**src/rtl/ddf_nda_framer_if.sv**
```systemverilog
`timescale 1ns/1ps
`default_nettype none
// ============================================================================
// Module   : ddf_nda_framer_if
// Purpose  : Bundle of FIFO-style handshake signals around the DDF nda framer.
//            slave  : framer side (reads in0, writes out0 and nda)
//            master : environment side (upstream/downstream FIFOs)
// Signals  : in0_empty/in0_data/in0_rd   upstream token FIFO (WIDTH+1 bits)
//            out0_full/out0_wr/out0_data  downstream payload FIFO (WIDTH bits)
//            nda_full/nda_wr/nda_data     downstream count FIFO (WIDTH_NDA bits)
// Revision : 1.0  initial release
// ============================================================================
interface ddf_nda_framer_if #(
  parameter int WIDTH     = 32,
  parameter int WIDTH_NDA = 4
) ();
  logic                 in0_empty;
  logic [WIDTH:0]       in0_data;
  logic                 in0_rd;
  logic                 out0_full;
  logic                 out0_wr;
  logic [WIDTH-1:0]     out0_data;
  logic                 nda_full;
  logic                 nda_wr;
  logic [WIDTH_NDA-1:0] nda_data;

  modport slave (
    input  in0_empty, in0_data, out0_full, nda_full,
    output in0_rd, out0_wr, out0_data, nda_wr, nda_data
  );

  modport master (
    output in0_empty, in0_data, out0_full, nda_full,
    input  in0_rd, out0_wr, out0_data, nda_wr, nda_data
  );
endinterface
`default_nettype wire

```
**src/rtl/ddf_nda_framer.sv**
```systemverilog
`timescale 1ns/1ps
`default_nettype none
// ============================================================================
// Module   : ddf_nda_framer
// Purpose  : Splits a framed token stream (payloads + end-of-packet
//            delimiters) into a payload stream and a per-packet count stream
//            for the DDF accumulator. Packets longer than NDA_MAX payloads
//            are cut into NDA_MAX-sized chunks, each with its own count.
// Ports    : ck   - clock, rising edge
//            rst  - synchronous reset, active low
//            bus  - slave side of ddf_nda_framer_if (in0 / out0 / nda FIFOs)
// Revision : 1.0  initial release
// ============================================================================
module ddf_nda_framer #(
  parameter int WIDTH     = 32,
  parameter int WIDTH_NDA = 4
) (
  input  logic                ck,
  input  logic                rst,
  ddf_nda_framer_if.slave     bus
);

  localparam int                   NDA_MAX   = (2 ** WIDTH_NDA) - 1;
  localparam logic [WIDTH_NDA-1:0] NDA_MAX_V = NDA_MAX[WIDTH_NDA-1:0];
  localparam logic [WIDTH_NDA-1:0] CNT_ONE   = {{(WIDTH_NDA-1){1'b0}}, 1'b1};

  typedef enum logic [1:0] {
    IDLE = 2'd0,
    PROC = 2'd1,
    EMIT = 2'd2
  } state_t;

  state_t               state_q, state_d;
  logic [WIDTH_NDA-1:0] cnt_q, cnt_d;

  logic                 in0_rd;
  logic                 out0_wr;
  logic [WIDTH-1:0]     out0_data;
  logic                 nda_wr;
  logic [WIDTH_NDA-1:0] nda_data;

  always_ff @(posedge ck) begin
    if (!rst) begin
      state_q <= IDLE;
      cnt_q   <= '0;
    end else begin
      state_q <= state_d;
      cnt_q   <= cnt_d;
    end
  end

  always_comb begin
    state_d   = state_q;
    cnt_d     = cnt_q;
    in0_rd    = 1'b0;
    out0_wr   = 1'b0;
    nda_wr    = 1'b0;
    out0_data = bus.in0_data[WIDTH-1:0];
    nda_data  = cnt_q;

    case (state_q)
      IDLE: begin
        in0_rd  = !bus.in0_empty;
        state_d = bus.in0_empty ? IDLE : PROC;
      end

      // in0_data holds the token fetched by the previous read; a stall
      // simply leaves it there and issues no new read.
      PROC: begin
        if (bus.in0_data[WIDTH]) begin
          if (!bus.nda_full) begin
            nda_wr  = 1'b1;
            cnt_d   = '0;
            in0_rd  = !bus.in0_empty;
            state_d = bus.in0_empty ? IDLE : PROC;
          end
        end else if (!bus.out0_full) begin
          out0_wr = 1'b1;
          if (cnt_q == NDA_MAX_V - CNT_ONE) begin
            // Chunk full: pause reading for one cycle to emit its count.
            cnt_d   = NDA_MAX_V;
            state_d = EMIT;
          end else begin
            cnt_d   = cnt_q + CNT_ONE;
            in0_rd  = !bus.in0_empty;
            state_d = bus.in0_empty ? IDLE : PROC;
          end
        end
      end

      EMIT: begin
        nda_data = NDA_MAX_V;
        if (!bus.nda_full) begin
          nda_wr  = 1'b1;
          cnt_d   = '0;
          in0_rd  = !bus.in0_empty;
          state_d = bus.in0_empty ? IDLE : PROC;
        end
      end

      default: begin
        state_d = IDLE;
        cnt_d   = '0;
      end
    endcase

    // Outputs are forced quiet while reset is asserted, independent of state.
    if (!rst) begin
      in0_rd    = 1'b0;
      out0_wr   = 1'b0;
      nda_wr    = 1'b0;
      out0_data = '0;
      nda_data  = '0;
    end
  end

  assign bus.in0_rd    = in0_rd;
  assign bus.out0_wr   = out0_wr;
  assign bus.out0_data = out0_data;
  assign bus.nda_wr    = nda_wr;
  assign bus.nda_data  = nda_data;

endmodule
`default_nettype wire

```
**src/flat_wrapper.sv**
```systemverilog
// flat-port wrapper written by rule: the top's interface ports become plain ports
module ddf_nda_framer_flat 
#(
  parameter int WIDTH     = 32,
  parameter int WIDTH_NDA = 4
)
  (ck, rst, bus_in0_empty, bus_in0_data, bus_out0_full, bus_nda_full, bus_in0_rd, bus_out0_wr, bus_out0_data, bus_nda_wr, bus_nda_data);
  ddf_nda_framer_if #(.WIDTH(WIDTH), .WIDTH_NDA(WIDTH_NDA)) bus_i ();
  input  logic ck;
  input  logic rst;
  input wire logic [$bits(bus_i.in0_empty)-1:0] bus_in0_empty;
  input wire logic [$bits(bus_i.in0_data)-1:0] bus_in0_data;
  input wire logic [$bits(bus_i.out0_full)-1:0] bus_out0_full;
  input wire logic [$bits(bus_i.nda_full)-1:0] bus_nda_full;
  output wire logic [$bits(bus_i.in0_rd)-1:0] bus_in0_rd;
  output wire logic [$bits(bus_i.out0_wr)-1:0] bus_out0_wr;
  output wire logic [$bits(bus_i.out0_data)-1:0] bus_out0_data;
  output wire logic [$bits(bus_i.nda_wr)-1:0] bus_nda_wr;
  output wire logic [$bits(bus_i.nda_data)-1:0] bus_nda_data;
  assign bus_i.in0_empty = bus_in0_empty;
  assign bus_i.in0_data = bus_in0_data;
  assign bus_i.out0_full = bus_out0_full;
  assign bus_i.nda_full = bus_nda_full;
  assign bus_in0_rd = bus_i.in0_rd;
  assign bus_out0_wr = bus_i.out0_wr;
  assign bus_out0_data = bus_i.out0_data;
  assign bus_nda_wr = bus_i.nda_wr;
  assign bus_nda_data = bus_i.nda_data;
  ddf_nda_framer #(.WIDTH(WIDTH), .WIDTH_NDA(WIDTH_NDA)) u_core (.ck(ck), .rst(rst), .bus(bus_i));
endmodule
```
**config.mk**
```make
export PLATFORM = sky130hd
export DESIGN_NAME = ddf_nda_framer_flat
export DESIGN_NICKNAME = d
export VERILOG_FILES = /design/src/rtl/ddf_nda_framer_if.sv /design/src/rtl/ddf_nda_framer.sv /design/src/flat_wrapper.sv
export SDC_FILE = /design/constraint.sdc
export NUM_CORES = 1
export LEC_CHECK = 0
export CELL_PAD_IN_SITES_DETAIL_PLACEMENT = 2
export CELL_PAD_IN_SITES_GLOBAL_PLACEMENT = 2
export CORE_MARGIN = 1.5
export CORE_UTILIZATION = 12
export CTS_CLUSTER_SIZE = 40
export DETAILED_ROUTE_END_ITERATION = 12
export PLACE_DENSITY = 0.85
export SYNTH_ARGS = -nofsm -noshare
export SYNTH_HDL_FRONTEND = slang
export SYNTH_SLANG_ARGS = --single-unit
```
**constraint.sdc**
```tcl
create_clock -name ck -period 1.4 [get_ports ck]
set_input_delay 0.28 -clock ck [delete_from_list [all_inputs] [get_ports ck]]
set_output_delay 0.28 -clock ck [all_outputs]
set_load 0.03 [all_outputs]
```
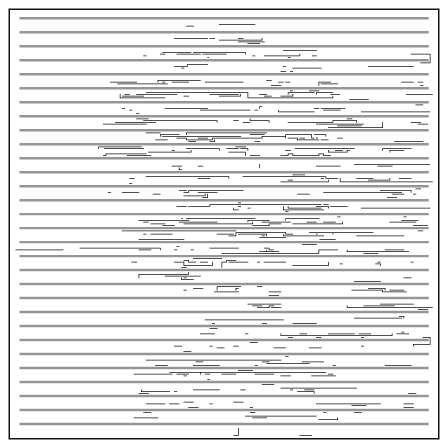
layer_met1.png
Supply wires on this layer in gray.
longest straight run	30.4 um
main direction	horizontal
wire length on this layer	1550 um

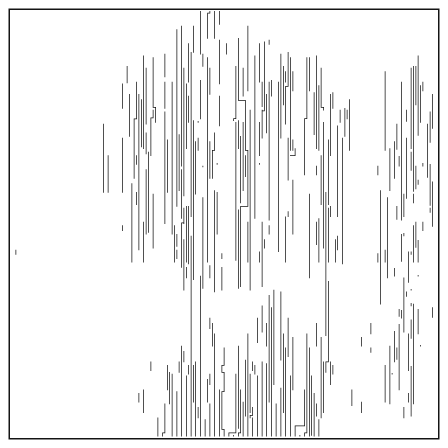
layer_met2.png
longest straight run	39.8 um
share of all routed wire	58%
main direction	vertical

==> flow_summary.ini <==
; implementation run metrics
[die]
die_x_um = 83.21
die_height_um = 83.21
die_area_mm2 = 0.006923
io_pins = 77
core_mm2 = 0.006277
fp-row-count = 29
fp_util_pct = 12.30

[clock_network]
cts_tree = yes
clkSinkCount = 6
cts_buffer_depth = 2
path_clk_slew_ns = 0.04
numCtsBuffers = 3
insertion_delay_ns = 0.23
cts_htree_levels = 1

[logic_synthesis]
synthCells = 103
ys_cells = 103
top_cell_area_share_pct = 27.55
yosys_area_um2 = 772.0
synth_area_leader_cell = and2_1
postSynthAreaPerCell_um2 = 7.495
ys.flops = 6
ys_types = 31
synth_seq_share_pct = 15.56
syn_area_um2 = 772.0
synth_nets = 147
top_cells_by_area = and2_1 28%, dfxtp_1 16%, ha_1 9.7%

[sta]
fin_ws_ns = -0.4265
max_freq_ghz = 0.5475
relSlewSlack_pct = 75.28
setup_violations = 13
hold_viol = 0
whs_ns = 0.6046
period_needed_ns = 1.827
clock_skew_ns = 0.007903

[run]
warnings = 33

[setup_path]
slowest_stage = dfxtp_4
worstPathArrival_ns = 1.55
crit_path_start_kind = flip-flop
r2r_cells = 7
reg2reg_from = u_core.state_q[1]
endpoint_kind = output pin
worstPathRequired_ns = 1.12
cpPeakStageDelay_ns = 0.37
cp_cell_sequence = inv_4 > ha_4 > a21o_1 > a221oi_2 > nor4b_4 > buf_12
r2r_slack_ns = -0.25
startpoint = u_core.state_q[1]
crit_path_end = bus_in0_rd
crit_type = reg2out

[global_route]
antenna_found_initial = 0
grt_pass1_wl_mm = 7.113
grtUsageTotal_pct = 12.97
grt_pass1_vias = 1360
grt_max_degree = 17
overflow = 0

[cells_and_area]
final_cell_area_mm2 = 0.002071
synthToLayoutAreaGrowth_pct = 168.2
fillers = 708
drive_gt1_share_pct = 50.72
antenna_cells = 0
fin_nets = 255

[pwr]
intPower_uw = 633.6
combPwrFrac_pct = 53.0
vdd_ir_drop_max_mv = 0.2228
top_power_group = combinational logic
p_seq_share_pct = 17.9
p_comb_uw = 517
pg_clk_uw = 284
power.density_mw_per_mm2 = 471.0
sw_frac_of_total_pct = 35.04
seq_power_uw = 175
clkPwrFrac_pct = 29.1

[detailed_routing]
routed.top_layer = met4
ant_nets = 0
drt-total-wl_mm = 4.386
drt_iter0_markers = 15
met2_length_mm = 2.545
drc_errors = 0
wl_per_cell_um = 15.34
viasPerCell = 4.045
vias = 1157
wl_met1_mm = 1.548

[status]
violations = setup timing
status = finished, violations left

[place]
gp_congestion = 0.8042
place_hpwl_mm = 3.325

[hold_path]
min_from = u_core.cnt_q[1]
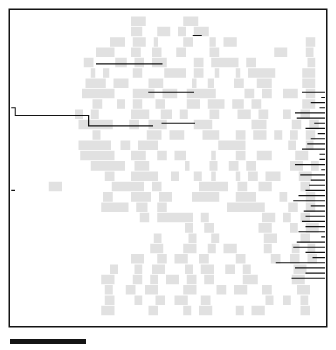
layer_met3.png
The bar under the picture is 20 um long.
main direction	horizontal
share of all routed wire	6.0%
longest straight run	19.3 um
nets with wire on the layer	41

## registers in the layout, summed over array words and instances, names as in the netlist
signal / count
u_core.cnt_q: 4
u_core.state_q: 2
## critical path, delay by kind of cell, from the launching register on
| family | cells | cell delay, ns |
|---|---|---|
| fa+ha+maj | 1 | 0.17 |
| compound gates | 2 | 0.49 |
| buf+inv | 2 | 0.18 |
| simple gates | 1 | 0.09 |
| flops | 1 | 0.37 |
## timing repair
item / in CTS / in global routing
gates cloned: 1 / 0
gates resized: 40 / 11
buffers inserted: 6 / 5
hold buffers: 0 / 0
pin swaps: 13 / 14
setup endpoints to repair: 45 / 20
## cell usage after synthesis
cell and count:
and2_1 34, o22ai_1 3, inv_1 4, ha_1 6, o21ai_0 2, o211ai_1 1, nor3_1 2, and4b_1 1
and3_1 2, a21boi_1 1, nor4b_1 1, clkbuf_1 4, nand4b_1 1, nor2_1 3, o21ai_1 2, o21a_1 6
and2b_1 1, or4_1 1, and3b_1 2, a221oi_1 2, a21oi_1 2, o31ai_2 1, nand2b_4 1, a311oi_1 1
buf_6 2, nand2_1 6, a21o_1 1, dfxtp_1 6, and2_0 1, nand3_1 1, nor3b_1 2
## kinds of logic (layout without fill, tap and decap cells)
logic type / count (synthesis) / after routing / share of synthesized area (%)
simple gates: 59 / 59 / 47.81
compound gates: 22 / 22 / 20.10
buf+inv: 10 / 116 / 6.806
fa+ha+maj: 6 / 6 / 9.724
flops: 6 / 6 / 15.56
## stage by stage
| step | setup TNS (ns) | total power [uW] | cells | utilization [%] | setup WS, ns |
|---|---|---|---|---|---|
| after floorplan | -0.2199 | 387.3 | 103 | - | -0.1721 |
| after global placement | -10.61 | 617.9 | 274 | 28.08 | -0.4588 |
| after detailed placement | -12.04 | 633.1 | 274 | 28.08 | -0.4899 |
| after CTS | -2.700 | 968.5 | 284 | 32.11 | -0.4525 |
| after global routing | -3.705 | 1039 | 286 | 32.99 | -0.5120 |
| final | -2.828 | 975.3 | 286 | 32.99 | -0.4265 |
## cell type report
type                       instances  area [um2]  share of cell area [%]
clock buffer                       3       41.29                   1.994
inverter                           4       20.02                  0.9668
multi-input combinational         87       767.0                   37.04
sequential                         6       128.9                   6.224
tap                               77       96.34                   4.653
timing repair buffer             109        1017                   49.12
## cell usage in the layout, fill, tap and decap left out, types with 3 or more instances in the layout
| cell type | count |
|---|---|
| buf_4 | 55 |
| clkdlybuf4s50_1 | 35 |
| and2_1 | 33 |
| buf_6 | 13 |
| o21a_1 | 6 |
| nand2_1 | 5 |
| o22ai_1 | 3 |
| o21ai_1 | 3 |
| ha_4 | 3 |
| clkbuf_8 | 3 |
| buf_12 | 3 |
| dfxtp_1 | 3 |
## worst min-delay path by stage
stage,end,depth (start not counted)
finish,u_core.cnt_q[1],2
global route,u_core.cnt_q[0],3
CTS,u_core.state_q[1],3
detailed placement,u_core.cnt_q[1],2
global placement,u_core.cnt_q[1],2
floorplan,u_core.cnt_q[1],2
## per-layer routing
metal	vias to the layer above	track usage [%]
met4	0	2.121
met1	543	13.12
met5	-	0
met2	44	26.31
met3	4	3.579
li1	566	-
Power is estimated from default activity; no workload was simulated.
